==> run_1/zoom.png <==
Window x 54 to 84, y 54 to 84 um. Cells in grey, sequential cells in the stronger grey; small squares are vias.
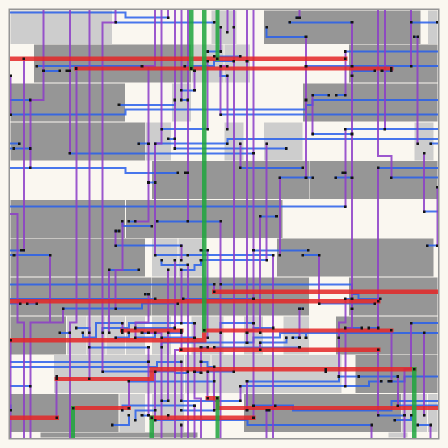
==> run_1/final_placement.png <==
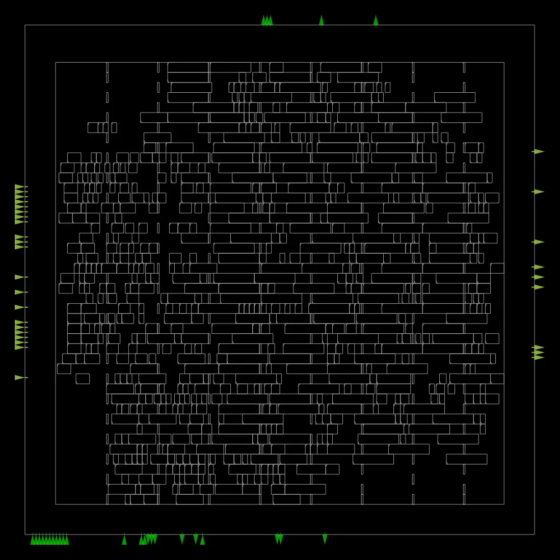
==> run_1/gate_families.png <==
Scale: 3 px per um.
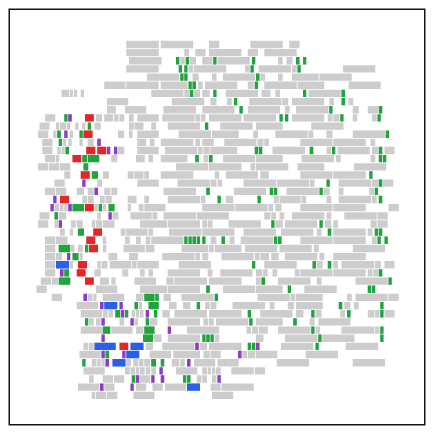
==> run_1/metal_stack.png <==
Scale: 3 px per um. Two of the layers only.
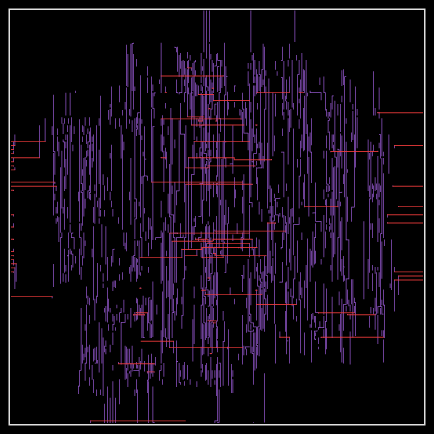
`src/rtl/fir_result_buffer_if.sv`:
```
// fir_result_buffer_if: FIR result input, flag control and valid/ready output bus.
// o_sat_count exists only when FIR_SAT_CNT_EN is defined.
interface fir_result_buffer_if #(
    parameter int IN_W  = 31,
    parameter int OUT_W = 16,
    parameter int DEPTH = 8
) ();
    logic signed [IN_W-1:0]       i_result;
    logic                         i_data_valid;
    logic                         i_clr_ovf;
    logic signed [OUT_W-1:0]      o_data;
    logic                         o_valid;
    logic                         i_ready;
    logic [$clog2(DEPTH):0]       o_level;
    logic                         o_overflow;
`ifdef FIR_SAT_CNT_EN
    logic [15:0]                  o_sat_count;
`endif

    modport master (
        output i_result,
        output i_data_valid,
        output i_clr_ovf,
        output i_ready,
        input  o_data,
        input  o_valid,
        input  o_level,
        input  o_overflow
`ifdef FIR_SAT_CNT_EN
        ,
        input  o_sat_count
`endif
    );

    modport slave (
        input  i_result,
        input  i_data_valid,
        input  i_clr_ovf,
        input  i_ready,
        output o_data,
        output o_valid,
        output o_level,
        output o_overflow
`ifdef FIR_SAT_CNT_EN
        ,
        output o_sat_count
`endif
    );
endinterface

```
`src/rtl/fir_result_buffer.sv`:
```
// fir_result_buffer: round/shift/saturate FIR results into a show-ahead FIFO.
// Optional FIR_SAT_CNT_EN adds a saturating count of clipped results.
module fir_result_buffer #(
    parameter int IN_W  = 31,
    parameter int OUT_W = 16,
    parameter int SHIFT = 12,
    parameter int DEPTH = 8
) (
    input  logic               i_clk,
    input  logic               i_rst,
    fir_result_buffer_if.slave bus
);
    localparam int AW  = $clog2(DEPTH);
    localparam int LW  = AW + 1;
    localparam int RSH = (SHIFT > 0) ? SHIFT - 1 : 0;

    localparam logic [IN_W:0] ONE = {{IN_W{1'b0}}, 1'b1};
    localparam logic signed [IN_W:0] RND =
        (SHIFT > 0) ? (ONE << RSH) : '0;
    localparam logic signed [IN_W:0] MAXV =
        {{(IN_W + 2 - OUT_W){1'b0}}, {(OUT_W - 1){1'b1}}};
    localparam logic signed [IN_W:0] MINV =
        {{(IN_W + 2 - OUT_W){1'b1}}, {(OUT_W - 1){1'b0}}};
    localparam logic [LW-1:0] FULL_LVL = LW'(DEPTH);

    logic signed [IN_W:0]   ext;
    logic signed [IN_W:0]   t;
    logic signed [IN_W:0]   s;
    logic                   sat_hi;
    logic                   sat_lo;
    logic [OUT_W-1:0]       s_clip;

    logic                   s1_valid;
    logic [OUT_W-1:0]       s1_data;

    logic [OUT_W-1:0]       mem [DEPTH];
    logic [AW-1:0]          wptr;
    logic [AW-1:0]          rptr;
    logic [LW-1:0]          level;
    logic [LW-1:0]          level_nxt;
    logic                   ovf;

    logic                   empty;
    logic                   full;
    logic                   pop;
    logic                   wr_en;
    logic                   drop;

    // Rescale: widen by one bit so the rounding add cannot wrap, then clip.
    always_comb begin
        ext    = {bus.i_result[IN_W-1], bus.i_result};
        t      = ext + RND;
        s      = t >>> SHIFT;
        sat_hi = (s > MAXV);
        sat_lo = (s < MINV);
        s_clip = s[OUT_W-1:0];
        if (sat_hi) begin
            s_clip = MAXV[OUT_W-1:0];
        end else if (sat_lo) begin
            s_clip = MINV[OUT_W-1:0];
        end
    end

    // Stage-1 register holding one rescaled result in flight.
    always_ff @(posedge i_clk) begin
        if (i_rst) begin
            s1_valid <= 1'b0;
            s1_data  <= '0;
        end else begin
            s1_valid <= bus.i_data_valid;
            if (bus.i_data_valid) begin
                s1_data <= s_clip;
            end
        end
    end

    // Occupancy decode: a full FIFO still accepts a push when it also pops.
    always_comb begin
        empty     = (level == '0);
        full      = (level == FULL_LVL);
        pop       = !empty && bus.i_ready;
        wr_en     = s1_valid && (!full || pop);
        drop      = s1_valid && full && !pop;
        level_nxt = level;
        case ({wr_en, pop})
            2'b10:   level_nxt = level + LW'(1);
            2'b01:   level_nxt = level - LW'(1);
            default: level_nxt = level;
        endcase
    end

    // Storage array; contents need no reset because level gates visibility.
    always_ff @(posedge i_clk) begin
        if (!i_rst && wr_en) begin
            mem[wptr] <= s1_data;
        end
    end

    // Pointers wrap naturally at DEPTH since DEPTH is a power of two.
    always_ff @(posedge i_clk) begin
        if (i_rst) begin
            wptr  <= '0;
            rptr  <= '0;
            level <= '0;
        end else begin
            if (wr_en) begin
                wptr <= wptr + AW'(1);
            end
            if (pop) begin
                rptr <= rptr + AW'(1);
            end
            level <= level_nxt;
        end
    end

    // Sticky overflow: a drop outranks a simultaneous clear.
    always_ff @(posedge i_clk) begin
        if (i_rst) begin
            ovf <= 1'b0;
        end else if (drop) begin
            ovf <= 1'b1;
        end else if (bus.i_clr_ovf) begin
            ovf <= 1'b0;
        end
    end

`ifdef FIR_SAT_CNT_EN
    logic [15:0] sat_cnt;

    // Count clipped stage-1 results, holding at all-ones.
    always_ff @(posedge i_clk) begin
        if (i_rst || bus.i_clr_ovf) begin
            sat_cnt <= '0;
        end else if (bus.i_data_valid && (sat_hi || sat_lo)
                     && (sat_cnt != 16'hFFFF)) begin
            sat_cnt <= sat_cnt + 16'd1;
        end
    end

    assign bus.o_sat_count = sat_cnt;
`endif

    assign bus.o_valid    = !empty;
    assign bus.o_data     = empty ? '0 : mem[rptr];
    assign bus.o_level    = level;
    assign bus.o_overflow = ovf;

endmodule
```
`src/flat_wrapper.sv`:
```
// flat-port wrapper written by rule: the top's interface ports become plain ports
module fir_result_buffer_flat 
#(
    parameter int IN_W  = 31,
    parameter int OUT_W = 16,
    parameter int SHIFT = 12,
    parameter int DEPTH = 8
)
  (i_clk, i_rst, bus_i_result, bus_i_data_valid, bus_i_clr_ovf, bus_i_ready, bus_o_data, bus_o_valid, bus_o_level, bus_o_overflow);
  fir_result_buffer_if #(.IN_W(IN_W), .OUT_W(OUT_W), .DEPTH(DEPTH)) bus_i ();
  input  logic i_clk;
  input  logic i_rst;
  input wire logic [$bits(bus_i.i_result)-1:0] bus_i_result;
  input wire logic [$bits(bus_i.i_data_valid)-1:0] bus_i_data_valid;
  input wire logic [$bits(bus_i.i_clr_ovf)-1:0] bus_i_clr_ovf;
  input wire logic [$bits(bus_i.i_ready)-1:0] bus_i_ready;
  output wire logic [$bits(bus_i.o_data)-1:0] bus_o_data;
  output wire logic [$bits(bus_i.o_valid)-1:0] bus_o_valid;
  output wire logic [$bits(bus_i.o_level)-1:0] bus_o_level;
  output wire logic [$bits(bus_i.o_overflow)-1:0] bus_o_overflow;
  assign bus_i.i_result = bus_i_result;
  assign bus_i.i_data_valid = bus_i_data_valid;
  assign bus_i.i_clr_ovf = bus_i_clr_ovf;
  assign bus_i.i_ready = bus_i_ready;
  assign bus_o_data = bus_i.o_data;
  assign bus_o_valid = bus_i.o_valid;
  assign bus_o_level = bus_i.o_level;
  assign bus_o_overflow = bus_i.o_overflow;
  fir_result_buffer #(.IN_W(IN_W), .OUT_W(OUT_W), .SHIFT(SHIFT), .DEPTH(DEPTH)) u_core (.i_clk(i_clk), .i_rst(i_rst), .bus(bus_i));
endmodule
```
`config.mk`:
```
export PLATFORM = sky130hd
export DESIGN_NAME = fir_result_buffer_flat
export DESIGN_NICKNAME = d
export VERILOG_FILES = /design/src/rtl/fir_result_buffer_if.sv /design/src/rtl/fir_result_buffer.sv /design/src/flat_wrapper.sv
export SDC_FILE = /design/constraint.sdc
export NUM_CORES = 1
export LEC_CHECK = 0
export ABC_AREA = 1
export CORE_MARGIN = 8
export CORE_UTILIZATION = 46
export DETAILED_ROUTE_END_ITERATION = 8
export PLACE_DENSITY = 0.64
export SLEW_MARGIN = 15
export SYNTH_ARGS = -nofsm -noshare
export SYNTH_HDL_FRONTEND = slang
export SYNTH_SLANG_ARGS = --single-unit
```
`constraint.sdc`:
```
create_clock -name i_clk -period 3.3 [get_ports i_clk]
set_input_delay 0.495 -clock i_clk [delete_from_list [all_inputs] [get_ports i_clk]]
set_output_delay 0.495 -clock i_clk [all_outputs]
set_load 0.02 [all_outputs]
```
==> results.txt, run 1 <==
The synthesis and PnR run went through. Summing every instance area after synthesis gives 6843 sq um. The worst setup path is launched from a flop. The number of antenna diodes in the final layout is 0. Per the post-synthesis stats, the area per cell is 10.88 sq um. Placer congestion estimate landed at 0.8440. Cells fill 56.22% of the core in the end. For this run the top cell type by instance count after synthesis was sky130_fd_sc_hd__edfxtp_1. Measured along the x axis, the die boundary spans 138.0 um. The layout report lists the combined flip-flop and latch area as 4466 sq um.

The worst hold path begins at u_core.bus.o_overflow$_SDFFE_PP0P_. First-pass GRT wire length landed at 23.49 mm. Total tool warning count landed at 37. Worst vdd rail ir drop landed at 0.4183 mV.

The startpoint identified for the worst register-to-register timing path is u_core.bus.o_level[1]$_SDFFE_PP0P_. Number of violations of the max-capacitance limit landed at 0. Based on the critical path, the design can be clocked at up to 326.8 MHz. Clock-pin slew reported for the worst setup and hold paths after clock tree synthesis landed at 0.06 ns. The script reports the combined buffer and inverter count of the critical path as 3. In this run the remaining antenna-violating nets after routing total 0. Combined global-route utilization of all metal layers landed at 16.08%. Maximum fanout count along the critical path landed at 26. Overall power after layout landed at 6.459 mW. Register-to-register setup slack landed at 1.04 ns. Final non-filler cell area landed at 8172 sq um. Final hold slack landed at 0.4638 ns. Looking at the setup timing report, the critical path kind is flop to primary output. Die height landed at 138.0 um. Number of DRC violations after detailed-routing iteration 0 landed at 332. Overall via count from detail_route landed at 4722. Among cell families on the critical path, the largest total delay comes from buffers and inverters. Total of fill cells in the finished design landed at 1269. Number of synthesized flops with an enable pin landed at 128. The path class of the tightest hold or removal check is flop to flop.

Dividing the final minimum period by the clock period gives 92.74%. Among logic cells in the layout, the one with the most instances is sky130_fd_sc_hd__edfxtp_1. Logic depth along the worst register-to-register path is recorded as 12. Instance tally after logic synthesis landed at 629. In the synthesized netlist the dominant register cell turns out to be sky130_fd_sc_hd__edfxtp_1. TritonCTS built the clock tree. For reference, the critical path cell chain is inv_2 > buf_4 > o21ai_0 > o22ai_1 > o21ai_0 > a31oi_1 > clkdlybuf4s50_1. By count the netlist is led by sky130_fd_sc_hd__edfxtp_1, sky130_fd_sc_hd__nor2_1, sky130_fd_sc_hd__o21ai_0. For this design the ratio of total power to cell area is 790.5 nW/um^2. The synthesized design devotes to its leading area cell type 56.17% of total area. Per the CTS log, the buffer count on the longest clock path is 2. Number of synthesis warnings landed at 0.

Aggregate routed wire length landed at 14.74 mm. Worst slew margin relative to its limit landed at 62.65%. The smallest clock period supported by the final layout is computed as 3.060 ns.

At floorplan, the net count of the design was reported as 672. Final number of max-transition violations landed at 0. The most common logic cells in the final layout are sky130_fd_sc_hd__edfxtp_1, sky130_fd_sc_hd__nor2_1, sky130_fd_sc_hd__o21ai_0. Static power due to leakage landed at 2.882 nW. Overall overflow remaining after global route landed at 0. Clock latency on the worst-skew pair landed at 0.41 ns. The capture point of the worst register-to-register path is recorded as u_core.bus.o_level[3]$_SDFFE_PP0P_. The number of setup buffers added after CTS is 0. Number of distinct library cells after synthesis landed at 33. The share of the Yosys chip area taken by registers is 65.24%. Per the OpenROAD floorplan log, the area of the core is 14530 sq um. For this run, the slowest stage of the critical path takes 0.65 ns. Number of clock sinks seen by CTS landed at 159. Looking at the critical path, the single cell with the biggest stage delay is sky130_fd_sc_hd__clkdlybuf4s50_1. The flow ran to the end, and the final reports show no timing, DRC or antenna violations. Via density per instance landed at 5.378.

Data required time of the worst path landed at 2.80 ns. Hold analysis lists the worst path endpoint as u_core.bus.o_overflow$_SDFFE_PP0P_. After detailed routing, the average wire length per cell comes to 16.79 um. The report gives the cell count of the worst hold path as 2. Post-cts resize count landed at 0. The worst setup path is captured at a primary output. Setup repair after global routing left no endpoint under its margin.

Per STA, the library cell used most along the worst path is sky130_fd_sc_hd__o21ai_0. Signed area change from the synthesized netlist to the final layout landed at 19.42%. After floorplanning, the die was sized to cover 19030 sq um. The number of global-route vias before repair came to 4692. In the final report, the number of endpoints failing setup comes to 0. Number of primary I/O pins landed at 58. At the pin with the least slew margin, the transition time is 0.5586 ns.

Hold-check failures listed in the final report amount to 0. Fraction of layout instances using a drive strength above 1 landed at 13.98%. The main area contributors are sky130_fd_sc_hd__edfxtp_1, sky130_fd_sc_hd__dfxtp_1, sky130_fd_sc_hd__o21ai_0, sky130_fd_sc_hd__nor2_1, sky130_fd_sc_hd__nand2_1. The routed layout reports a DRC error count of 0. Pre-placement core utilization landed at 47.08%. Post-route setup TNS landed at 0 ns.
Back to the opening pictures, zoom.png:
| colour | layer |
|---|---|
| blue | met1 |
| red | met3 |
| green | met4 |
| purple | met2 |
most frequent: edfxtp_1 (19), nor2_1 (9), o21ai_0 (9)
cells with their middle in the window: 44
netlist names of flops here include: u_core.mem (19)
sequential cells in the window: 19

Back to the opening pictures, final_placement.png:
number of sequential cells: 159
Row Count: 44

Back to the opening pictures, gate_families.png:
| colour | family | cells |
|---|---|---|
| blue | adder and majority cells | 7 |
| green | NOR gates | 135 |
| red | XOR/XNOR gates | 15 |
| purple | inverters | 37 |

Back to the opening pictures, metal_stack.png:
| colour | layer | wire length |
|---|---|---|
| purple | met2 | 7270 um |
| red | met3 | 762 um |

-- run 1: power breakdown --
part | switching [mW] | internal, mW
Combinational | 1.28 | 0.852
Clock | 0.810 | 1.17
Sequential | 0.0885 | 2.26
Total | 2.18 | 4.28
-- run 1: worst register-to-register path, stage by stage (launching register included) --
cell	delay [ns]
sky130_fd_sc_hd__dfxtp_1	0.36
sky130_fd_sc_hd__nor2_1	0.15
sky130_fd_sc_hd__inv_1	0.06
sky130_fd_sc_hd__nor3_1	0.22
sky130_fd_sc_hd__nor2_1	0.11
sky130_fd_sc_hd__ha_1	0.25
sky130_fd_sc_hd__ha_1	0.34
sky130_fd_sc_hd__a21oi_1	0.16
sky130_fd_sc_hd__nand2_1	0.07
sky130_fd_sc_hd__a21oi_1	0.12
sky130_fd_sc_hd__o21ai_0	0.11
sky130_fd_sc_hd__o21ai_0	0.15
sky130_fd_sc_hd__a21oi_1	0.06
-- run 1: sequential cells by signal, summed over array words and instances (netlist names), named ones only --
signal	flops
u_core.bus.o_overflow	1
u_core.mem	128
u_core.s1_data	16
u_core.bus.o_level	4
u_core.s1_valid	1
u_core.rptr	3
u_core.wptr	3
-- run 1: how the worst max path moves through the flow --
stage,endpoint,depth (start not counted)
after global routing,bus_o_data[15],7
final,bus_o_data[15],7
after global placement,u_core.bus.o_level[3]$_SDFFE_PP0P_,12
after CTS,bus_o_data[15],7
after floorplan,u_core.mem[6][0]$_DFFE_PP_,6
after detailed placement,u_core.bus.o_level[3]$_SDFFE_PP0P_,12
-- run 1: metal layers --
layer  global-route usage (%)  vias up  wire (um)
met5                        0        -          0
met4                    7.403        0        307
met3                    3.152       25        762
met2                    26.85      129       7268
met1                    19.77     2247       6403
li1                         -     2321          -
-- run 1: metrics by stage --
| stage | worst slack [ns] | instances |
|---|---|---|
| 2_1_floorplan | 0.7505 | 629 |
| 3_3_place_gp | 0.6156 | 846 |
| 3_5_place_dp | 0.6038 | 846 |
| 4_1_cts | 0.2076 | 878 |
| 5_1_grt | 0.07140 | 878 |
| 6_report | 0.2397 | 878 |
-- run 1: layout make-up --
cell class                      instances  share of cell area (%)
Timing Repair Buffer                   63                   7.503
Multi-Input combinational cell        403                   25.92
Clock buffer                           18                   5.512
Tap cell                              184                   2.817
Sequential cell                       159                   54.65
Clock inverter                         14                   1.899
Inverter                               37                   1.700
-- run 1: logic make-up after synthesis --
kind of cell | synth area share [%]
XOR/XNOR | 1.920
AND/OR/NAND/NOR | 13.84
flip-flops | 65.24
buffers and inverters | 4.096
AND-OR/OR-AND | 13.51
adder cells (fa/ha/maj) | 1.390
==> run_1/wire_density.png <==
Scale: 2 px per um. The die is cut into 28 by 28 equal tiles; dark purple is low, yellow is high, scaled to the fullest tile. Values are wire area over tile area, all layers added.
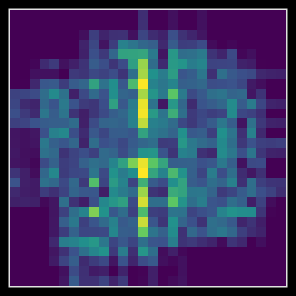

==> inputs of run 2 (changes only) <==
--- a/config.mk
+++ b/config.mk
@@ -9,6 +9,8 @@
 export CORE_MARGIN = 8
 export CORE_UTILIZATION = 46
 export DETAILED_ROUTE_END_ITERATION = 8
+export GPL_TIMING_DRIVEN = 0
+export HOLD_SLACK_MARGIN = 0.1
 export PLACE_DENSITY = 0.64
 export SLEW_MARGIN = 15
 export SYNTH_ARGS = -nofsm -noshare
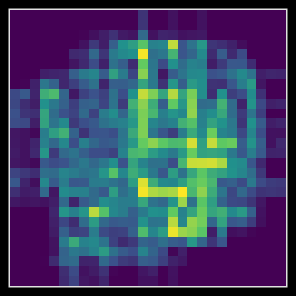
(run_2/wire_density.png)
Scale: 2 px per um. The die is cut into 28 by 28 equal tiles; dark purple is low, yellow is high, scaled to the fullest tile. Values are wire area over tile area, all layers added.
emptiest ninth of the die: upper left
nearly empty tiles: 27%
mean over tiles: 0.14
fullest tile: 0.53
tiles over half the peak: 17%

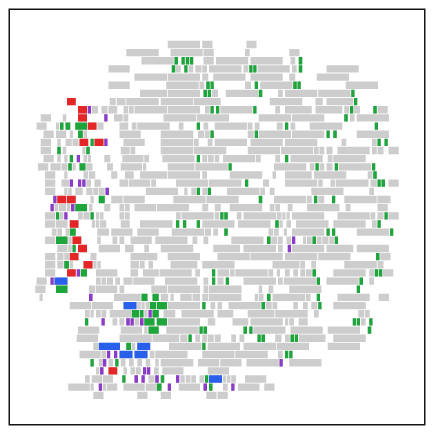
(run_2/gate_families.png)
Scale: 3 px per um.
filler-free cell count of the finished design: 900
most common library cell in the layout ignoring fill and taps: sky130_fd_sc_hd__edfxtp_1
multi-input logic portion of the cell area: 25.51%

==> results.txt, run 2 <==
The synthesis and PnR run went through. Pre-placement core utilization landed at 47.08% (unchanged). The commonest cells after synthesis are sky130_fd_sc_hd__edfxtp_1, sky130_fd_sc_hd__nor2_1, sky130_fd_sc_hd__o21ai_0. The total count of hold-check failures in the final report came to 0 (unchanged). The data required time of the worst path is 2.80 ns (about the same).

The flow ran to the end, and the final reports show no timing, DRC or antenna violations. Aggregate routed wire length landed at 16.52 mm (+12%). DRC violations left landed at 0 (unchanged). Maximum clock rate landed at 313.6 MHz (-4.0%).

Data arrives at the worst endpoint at 2.69 ns. The worst setup path is captured at a primary output. The area growth from synthesis to layout is 21.91%.

The portion of the post-synthesis area used by sequential elements is 65.24% (unchanged). The post-CTS setup buffer count is 0 (unchanged). Post-synthesis instance area landed at 6843 sq um (unchanged). The number of global-route vias before repair was 4820 (+2.7%).

Static power due to leakage landed at 2.982 nW (+3.5%). The switching power total came to 2.227 mW (+2.2%). The die height came to 138.0 um (unchanged). Number of nets at floorplan landed at 672 (unchanged).

The clock-pin slew reported for the worst setup and hold paths after clock tree synthesis came to 0.06 ns (about the same). According to the Yosys statistics, the synthesized design has a chip area of 6843 sq um. Among all flip-flop cells after synthesis, the most frequent one is sky130_fd_sc_hd__edfxtp_1. Per STA, the endpoint of the critical path is bus_o_data[6].

Biggest cell delay along the critical path landed at 0.63 ns (-0.02 ns). The net count of the finished layout is 746. First-pass iteration count of the detailed router landed at 6. The instance count after placement with tap cells included was 868 (+2.6%).

Looking at the setup timing report, the critical path kind is flop to primary output. The number of synthesized flops with an enable pin came to 128 (unchanged). The floorplan die width came to 138.0 um (unchanged).

The number of flip-flops under the largest register name is 128 (unchanged). Worst setup slack after placement landed at 0.1962 ns (-0.4076 ns). Area of the core region landed at 14530 sq um (unchanged). The worst register-to-register path ends at u_core.bus.o_level[3]$_SDFFE_PP0P_. Number of synthesis warnings landed at 0 (unchanged). Leaving out fill and tap cells, the most frequent cells in the layout are sky130_fd_sc_hd__edfxtp_1, sky130_fd_sc_hd__nor2_1, sky130_fd_sc_hd__o21ai_0. The number of primary I/O pins is 58 (unchanged). The residual antenna-violating net count after detailed routing was 0 (unchanged). Number of clock sinks seen by CTS landed at 159 (unchanged). The mean area per synthesized cell came to 10.88 sq um (unchanged). Per STA, the library cell used most along the worst path is sky130_fd_sc_hd__o21ai_0. TritonCTS built the clock tree. The min-delay analysis places its worst path in the category input port to flop. The fraction of layout instances using a drive strength above 1 is 14.80% (+0.83 points). Count of input and output buffers landed at 44. By instance count, the leading cell after synthesis is sky130_fd_sc_hd__edfxtp_1. The overall overflow remaining after global route is 0 (unchanged). The placer congestion estimate is 0.8396 (-0.52%). The clock latency on the worst-skew pair is 0.42 ns (about the same). Number of endpoints failing setup at the final stage landed at 0 (unchanged). The synthesis report gives the async set-or-reset register share as 0%. Looking at the clock tree report, the root buffer type is sky130_fd_sc_hd__clkbuf_16. After layout, the setup clock skew is reported as 0.007126 ns.

Number of diodes landed at 0 (unchanged). Sorting the synthesized cells by area gives the leading types as sky130_fd_sc_hd__edfxtp_1, sky130_fd_sc_hd__dfxtp_1, sky130_fd_sc_hd__o21ai_0, sky130_fd_sc_hd__nor2_1, sky130_fd_sc_hd__nand2_1. Number of DRC violations after detailed-routing iteration 0 landed at 409 (+23%).

Via density per instance landed at 5.412 (+0.63%). The average routed wire per standard cell is 18.36 um (+9.3%). Worst slew margin relative to its limit landed at 49.33% (-13 points). The worst reg2reg path depth was 12 (unchanged). The synthesized netlist was found by Yosys to have 629 cells. First-pass GRT wire length landed at 25.97 mm (+11%). Maximum fanout count along the critical path landed at 10 (-62%). The combined global-route utilization of all metal layers came to 18.28% (+2.2 points).

Areal power density over the cells landed at 806.4 nW/um^2 (+2.0%). More flip-flops sit in one register than any other, and that register is u_core.mem. Clock network fraction of design power landed at 31.9% (+1.2 points). Sorting the Yosys area breakdown by cell type puts at the top sky130_fd_sc_hd__edfxtp_1. Number of H-tree levels landed at 4.

The combinational cell fraction of total power was 33.2% (+0.2 points). Buffers inserted during clock tree synthesis total 17. Proportion of total power due to net switching landed at 33.10% (-0.64 points). The post-route worst setup slack is 0.1110 ns (-0.1287 ns). The launch point of the worst register-to-register path is recorded as u_core.bus.o_level[1]$_SDFFE_PP0P_. The number of violations of the max-capacitance limit came to 0 (unchanged).

Entering global routing, the biggest net connects 17 pins. The final number of max-transition violations is 0 (unchanged). Estimated wirelength of the detail-placed design landed at 11.57 mm. After clock tree synthesis, the flow added hold-fix buffers numbering 0.

The sequential cell fraction of total power was 35.0% (-1.3 points). The number of standard-cell rows in the floorplan is 44 (unchanged). The transition time at the pin with the least slew margin is 0.7559 ns (+0.1973 ns).

In this run the critical path is formed by clkbuf_1 > o21ai_0 > o22ai_1 > o21ai_0 > a31oi_1 > clkdlybuf4s50_1. Post-cts resize count landed at 11 (+11). Total of fill cells in the finished design landed at 1216 (-4.2%). The worst vdd rail ir drop came to 0.4093 mV (-2.2%).

Among all stages on the critical path, the largest delay is contributed by sky130_fd_sc_hd__clkdlybuf4s50_1. The maximum buffer depth of the clock tree is 2 (unchanged). The register-to-register setup slack came to 0.91 ns (-0.13 ns). STA classifies the critical path startpoint as a flop.

The number of distinct library cells after synthesis is 33 (unchanged). Final critical delay including setup and external delays landed at 3.189 ns (+0.1287 ns). Internal power landed at 4.500 mW (+5.2%). The die area was 19030 sq um (unchanged). Total tool warning count landed at 37 (unchanged). The overall power after layout is 6.727 mW (+4.1%).

Final core utilization landed at 57.39% (+1.2 points). The instance tally after logic synthesis is 629 (unchanged). Setup repair after global routing left no endpoint under its margin. Number of synthesized register bits landed at 159. The share of Yosys cell area claimed by the top area cell type was 56.17% (unchanged). The post-route fraction of the period consumed by the critical path was 96.64% (+3.9 points).

Overall via count from detail_route landed at 4871 (+3.2%). The final hold slack is 0.4295 ns (-0.03430 ns). Initial antenna violation count landed at 0.
run 2: cell counts after synthesis:
Identical to the previous run, type by type.
run 2: logic make-up after synthesis:
kind of cell,after synthesis,share of synthesized area [%]
xor gates and xnor gates,15,1.920
buffers and inverters,67,4.096
AOI/OAI and AO/OA,168,13.51
adders and majority gates,7,1.390
and+or+nand+nor,213,13.84
DFF,159,65.24
run 2: final cells by class:
cell class	count	area (sq um)	area share, %
repair buffers	55	566.8	6.795
plain buffers	30	160.2	1.920
multi-input cells	403	2128	25.51
clock inverters	11	212.7	2.550
flip-flops and latches	159	4464	53.52
inverters	37	138.9	1.665
well taps	184	230.2	2.760
clock buffers	21	440.4	5.280
run 2: worst max-delay path: cells and delay by family, from the launching register on:
| kind | cells | cell delay [ns] |
|---|---|---|
| flops | 1 | 0.47 |
| compound gates | 4 | 0.74 |
| buf+inv | 2 | 1.08 |
run 2: metal layers:
layer	GRT usage, %	share of wire, %
met1	22.92	42
met2	30.93	50
met3	3.043	6.4
met4	7.224	2.0
met5	0	0
run 2: power groups by stage:
stage / logic [mW] / clock network, mW / registers (mW)
after CTS: 2.24 / 2.17 / 2.35
after detailed placement: 2.21 / 0 / 2.39
after global placement: 2.17 / 0 / 2.39
final: 2.23 / 2.14 / 2.35
after floorplan: 1.27 / 0 / 2.38
after global routing: 2.44 / 2.25 / 2.37
run 2: worst min path at each step:
stage | endpoint | from | cells after the start
final | u_core.bus.o_level[1]$_SDFFE_PP0P_ | i_rst | 2
after global routing | u_core.s1_valid$_SDFF_PP0_ | i_rst | 2
after CTS | u_core.s1_valid$_SDFF_PP0_ | i_rst | 2
after detailed placement | flop | u_core.rptr[2]$_SDFFE_PP0P_ | 2
after global placement | u_core.bus.o_overflow$_SDFFE_PP0P_ | u_core.bus.o_overflow$_SDFFE_PP0P_ | 2
after floorplan | flop | u_core.rptr[2]$_SDFFE_PP0P_ | 2
run 2: per-stage QoR:
step / cell area, sq um / setup TNS, ns
after floorplan: 6843 / 0
after global placement: 7513 / -50.77
after detailed placement: 7667 / 0
after CTS: 8334 / 0
after global routing: 8342 / 0
final: 8342 / 0
Power is estimated from default activity; no workload was simulated.
